Fig. 1: gate-type map
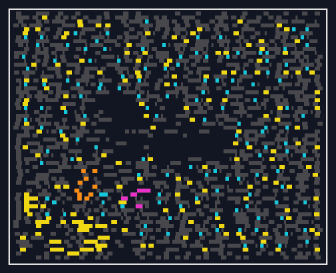
Fig. 2: clock nets
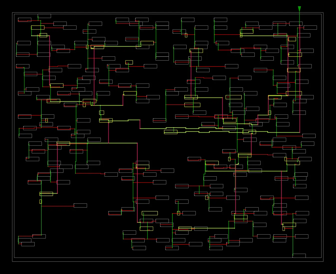
Fig. 3: cell classes on the final placement
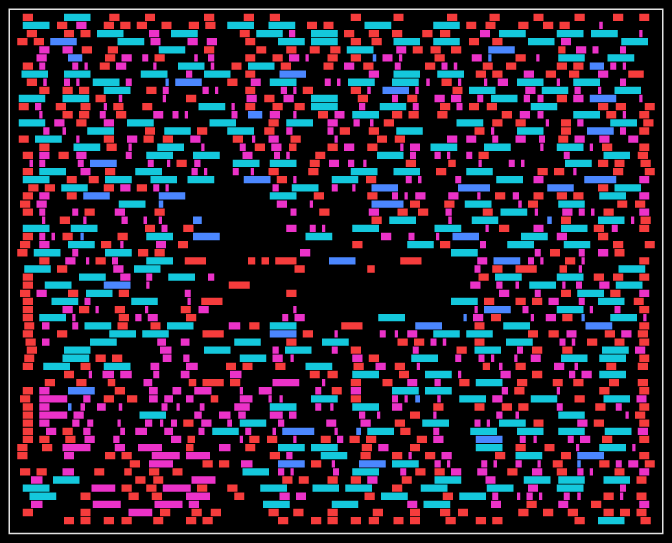
===== src/rtl/npu_regfile_pkg.sv =====
// Shared constants, types and helpers for the NPU register-file client.
// Contents: XLEN/NREG/AW widths, reg_addr_t / xword_t, client_state_t FSM
// encoding (also exposed as plain localparams for legacy users), and the
// per-source scoreboard hazard helper.
package npu_regfile_pkg;

   localparam int unsigned XLEN = 64;
   localparam int unsigned NREG = 32;
   localparam int unsigned AW   = $clog2(NREG);

   typedef logic [AW-1:0]   reg_addr_t;
   typedef logic [XLEN-1:0] xword_t;

   localparam logic [1:0] ST_IDLE   = 2'd0;
   localparam logic [1:0] ST_HAZARD = 2'd1;
   localparam logic [1:0] ST_READ   = 2'd2;
   localparam logic [1:0] ST_HOLD   = 2'd3;

   typedef enum logic [1:0] {
      IDLE   = ST_IDLE,
      HAZARD = ST_HAZARD,
      READ   = ST_READ,
      HOLD   = ST_HOLD
   } client_state_t;

   // A source waits only on a real register with an outstanding write; x0 never does.
   function automatic logic src_hazard(input reg_addr_t rs, input logic [NREG-1:0] pend);
      return (rs != '0) && pend[rs];
   endfunction

endpackage


===== src/rtl/npu_wb_stage.sv =====
// Registered writeback stage driving regfile write port B.
// Ports: clk, rst_n; wb_valid/wb_rd/wb_data (NPU writeback, always accepted);
//        write_enable_b/write_addr_b/write_data_b (port B, one cycle later).
// Writes targeting x0 are dropped by never raising write_enable_b.
module npu_wb_stage
   import npu_regfile_pkg::*;
(
   input  logic            clk,
   input  logic            rst_n,
   input  logic            wb_valid,
   input  logic [AW-1:0]   wb_rd,
   input  logic [XLEN-1:0] wb_data,
   output logic            write_enable_b,
   output logic [AW-1:0]   write_addr_b,
   output logic [XLEN-1:0] write_data_b
);

   // One register stage; address/data follow the bus every cycle.
   always_ff @(posedge clk or negedge rst_n) begin
      if (!rst_n) begin
         write_enable_b <= 1'b0;
         write_addr_b   <= '0;
         write_data_b   <= '0;
      end else begin
         write_enable_b <= wb_valid && (wb_rd != '0);
         write_addr_b   <= wb_rd;
         write_data_b   <= wb_data;
      end
   end

endmodule


===== src/rtl/npu_regfile_client.sv =====
// NPU-side master for the register file external interface.
// Accepts an rs1/rs2 operand request, waits while the scoreboard flags either
// source as pending, reads the regfile (forwarding the port-B write that lands
// on the capture edge), and holds the operands on a valid/ready channel.
// Also owns regfile write port B through npu_wb_stage.
// Ports: req_* (operand request), op_* (operand result), wb_* (writeback in),
//        ext_address*/ext_data* (regfile read), reg_pending_writes (scoreboard),
//        write_*_b (port B out).
// Optional: define NPU_REGFILE_CLIENT_STALL_CNT_EN to add the saturating
//        stall_cycles counter output.
module npu_regfile_client
   import npu_regfile_pkg::*;
(
   input  logic            clk,
   input  logic            rst_n,
   input  logic            req_valid,
   output logic            req_ready,
   input  logic [AW-1:0]   req_rs1,
   input  logic [AW-1:0]   req_rs2,
   output logic            op_valid,
   input  logic            op_ready,
   output logic [XLEN-1:0] op_a,
   output logic [XLEN-1:0] op_b,
   input  logic            wb_valid,
   input  logic [AW-1:0]   wb_rd,
   input  logic [XLEN-1:0] wb_data,
   output logic [AW-1:0]   ext_address1,
   output logic [AW-1:0]   ext_address2,
   input  logic [XLEN-1:0] ext_data1,
   input  logic [XLEN-1:0] ext_data2,
   input  logic [NREG-1:0] reg_pending_writes,
   output logic            write_enable_b,
   output logic [AW-1:0]   write_addr_b,
   output logic [XLEN-1:0] write_data_b
`ifdef NPU_REGFILE_CLIENT_STALL_CNT_EN
   ,
   output logic [31:0]     stall_cycles
`endif
);

   client_state_t state;
   client_state_t state_nxt;
   logic          accept_c;
   logic          hazard_c;
   xword_t        fwd1_c;
   xword_t        fwd2_c;

   // Writeback path runs independently of the operand FSM.
   npu_wb_stage u_wb_stage (
      .clk            (clk),
      .rst_n          (rst_n),
      .wb_valid       (wb_valid),
      .wb_rd          (wb_rd),
      .wb_data        (wb_data),
      .write_enable_b (write_enable_b),
      .write_addr_b   (write_addr_b),
      .write_data_b   (write_data_b)
   );

   assign req_ready = (state == IDLE);
   assign accept_c  = req_valid && req_ready;
   assign hazard_c  = src_hazard(reg_addr_t'(ext_address1), reg_pending_writes)
                   || src_hazard(reg_addr_t'(ext_address2), reg_pending_writes);

   // Regfile data is stale for a port-B write landing on this edge, so bypass it.
   always_comb begin
      fwd1_c = ext_data1;
      fwd2_c = ext_data2;
      if (ext_address1 == '0) begin
         fwd1_c = '0;
      end else if (write_enable_b && (write_addr_b == ext_address1)) begin
         fwd1_c = write_data_b;
      end
      if (ext_address2 == '0) begin
         fwd2_c = '0;
      end else if (write_enable_b && (write_addr_b == ext_address2)) begin
         fwd2_c = write_data_b;
      end
   end

   // State register.
   always_ff @(posedge clk or negedge rst_n) begin
      if (!rst_n) begin
         state <= IDLE;
      end else begin
         state <= state_nxt;
      end
   end

   // Next-state logic.
   always_comb begin
      state_nxt = state;
      case (state)
         IDLE:    if (accept_c) state_nxt = HAZARD;
         HAZARD:  if (!hazard_c) state_nxt = READ;
         READ:    state_nxt = HOLD;
         HOLD:    if (op_ready) state_nxt = IDLE;
         default: state_nxt = IDLE;
      endcase
   end

   // Request address latch and operand capture/hold.
   always_ff @(posedge clk or negedge rst_n) begin
      if (!rst_n) begin
         ext_address1 <= '0;
         ext_address2 <= '0;
         op_valid     <= 1'b0;
         op_a         <= '0;
         op_b         <= '0;
      end else begin
         if (accept_c) begin
            ext_address1 <= req_rs1;
            ext_address2 <= req_rs2;
         end
         if (state == READ) begin
            op_a     <= fwd1_c;
            op_b     <= fwd2_c;
            op_valid <= 1'b1;
         end else if ((state == HOLD) && op_ready) begin
            op_valid <= 1'b0;
         end
      end
   end

`ifdef NPU_REGFILE_CLIENT_STALL_CNT_EN
   // Saturating count of cycles blocked by the scoreboard.
   always_ff @(posedge clk or negedge rst_n) begin
      if (!rst_n) begin
         stall_cycles <= '0;
      end else if ((state == HAZARD) && hazard_c && (stall_cycles != '1)) begin
         stall_cycles <= stall_cycles + 32'd1;
      end
   end
`endif

endmodule


===== config.mk =====
export PLATFORM = sky130hd
export DESIGN_NAME = npu_regfile_client
export DESIGN_NICKNAME = d
export VERILOG_FILES = /design/src/rtl/npu_regfile_pkg.sv /design/src/rtl/npu_wb_stage.sv /design/src/rtl/npu_regfile_client.sv
export SDC_FILE = /design/constraint.sdc
export NUM_CORES = 1
export LEC_CHECK = 0
export CELL_PAD_IN_SITES_DETAIL_PLACEMENT = 2
export CELL_PAD_IN_SITES_GLOBAL_PLACEMENT = 2
export CORE_ASPECT_RATIO = 0.8
export CORE_UTILIZATION = 24
export DETAILED_ROUTE_END_ITERATION = 7
export PLACE_DENSITY_LB_ADDON = 0.1
export SYNTH_ARGS = -nofsm -noshare
export SYNTH_HDL_FRONTEND = slang
export SYNTH_HIERARCHICAL = 1
export SYNTH_SLANG_ARGS = --single-unit

===== constraint.sdc =====
create_clock -name clk -period 3 [get_ports clk]
set_input_delay 0.9 -clock clk [delete_from_list [all_inputs] [get_ports clk]]
set_output_delay 0.9 -clock clk [all_outputs]
set_load 0.01 [all_outputs]

==> run summary <==
Implementation status.

- The routed wire length per instance is 22.8 um.
- Across all checked pins, the minimum headroom to the slew limit is 56.8%.
- The portion of netlist area occupied by mux cells is 20.6%.
- The internal power consumption is 0.00901 W.
- Looking at the VDD voltage map, the peak drop is 0.469 mV.
- The yosys stat chip area is 9000 um2.
- Buffers inserted to repair hold after CTS numbered 0.
- The net switching power in the latest report is 0.00491 W.
- The synthesized netlist cell count is 733.
- The synthesis report lists the most area-consuming cells as sky130_fd_sc_hd__dfrtp_1 59%, sky130_fd_sc_hd__mux2i_1 15%, sky130_fd_sc_hd__o22ai_1 8.9%.
- The met1 usage is 24.4%.
- The detailed router finished its first iteration with 289 violations.
- The critical path required time is 3.42 ns.
- After layout, the buffer instance count without clock buffers stands at 476.
- Per the run summary, max-cap violations total 0.
- The kind of end point of the critical path is a register.
- For reference, the clock transition at the flip-flops on the worst setup and hold paths is 0.06 ns.
- On the worst path, the slowest cell contributes a delay of 0.54 ns.
- Subtracting the final worst setup slack from the clock period gives 2.98 ns.
- Including well taps, the total number of placed cells is 1,648.
- By area, registers come first.
- The number of nets produced by synthesis is 981.
- The flow ran to the end, and the final reports show no timing, DRC or antenna violations.
-- Fig. 1 (at the start) --
family	color	cells
XOR/XNOR gates	orange	10
multiplexers	yellow	163
inverting AOI/OAI gates	cyan	136
adder and majority cells	magenta	4

-- Fig. 2 (at the start) --
total clock buffers created by CTS: 27
# clock sinks: 211
clock buf count: 38
Clock net power: 0.00337 W

-- Fig. 3 (at the start) --
class	color	cells	share of their area
all other logic	magenta	474	24%
flip-flops	cyan	211	36%
other buffers and delay cells	red	476	33%
clock drivers and dummy loads	blue	47	6.2%
core area: 37,000 um2
Post-Layout Inst Area: 15,200 um2
share of the final layout cell area in sequential cells: 34.8%
Core Rows: 63
utilization of the core after routing: 41.0%

No activity file was given, so power comes from the tool's default toggle rates.
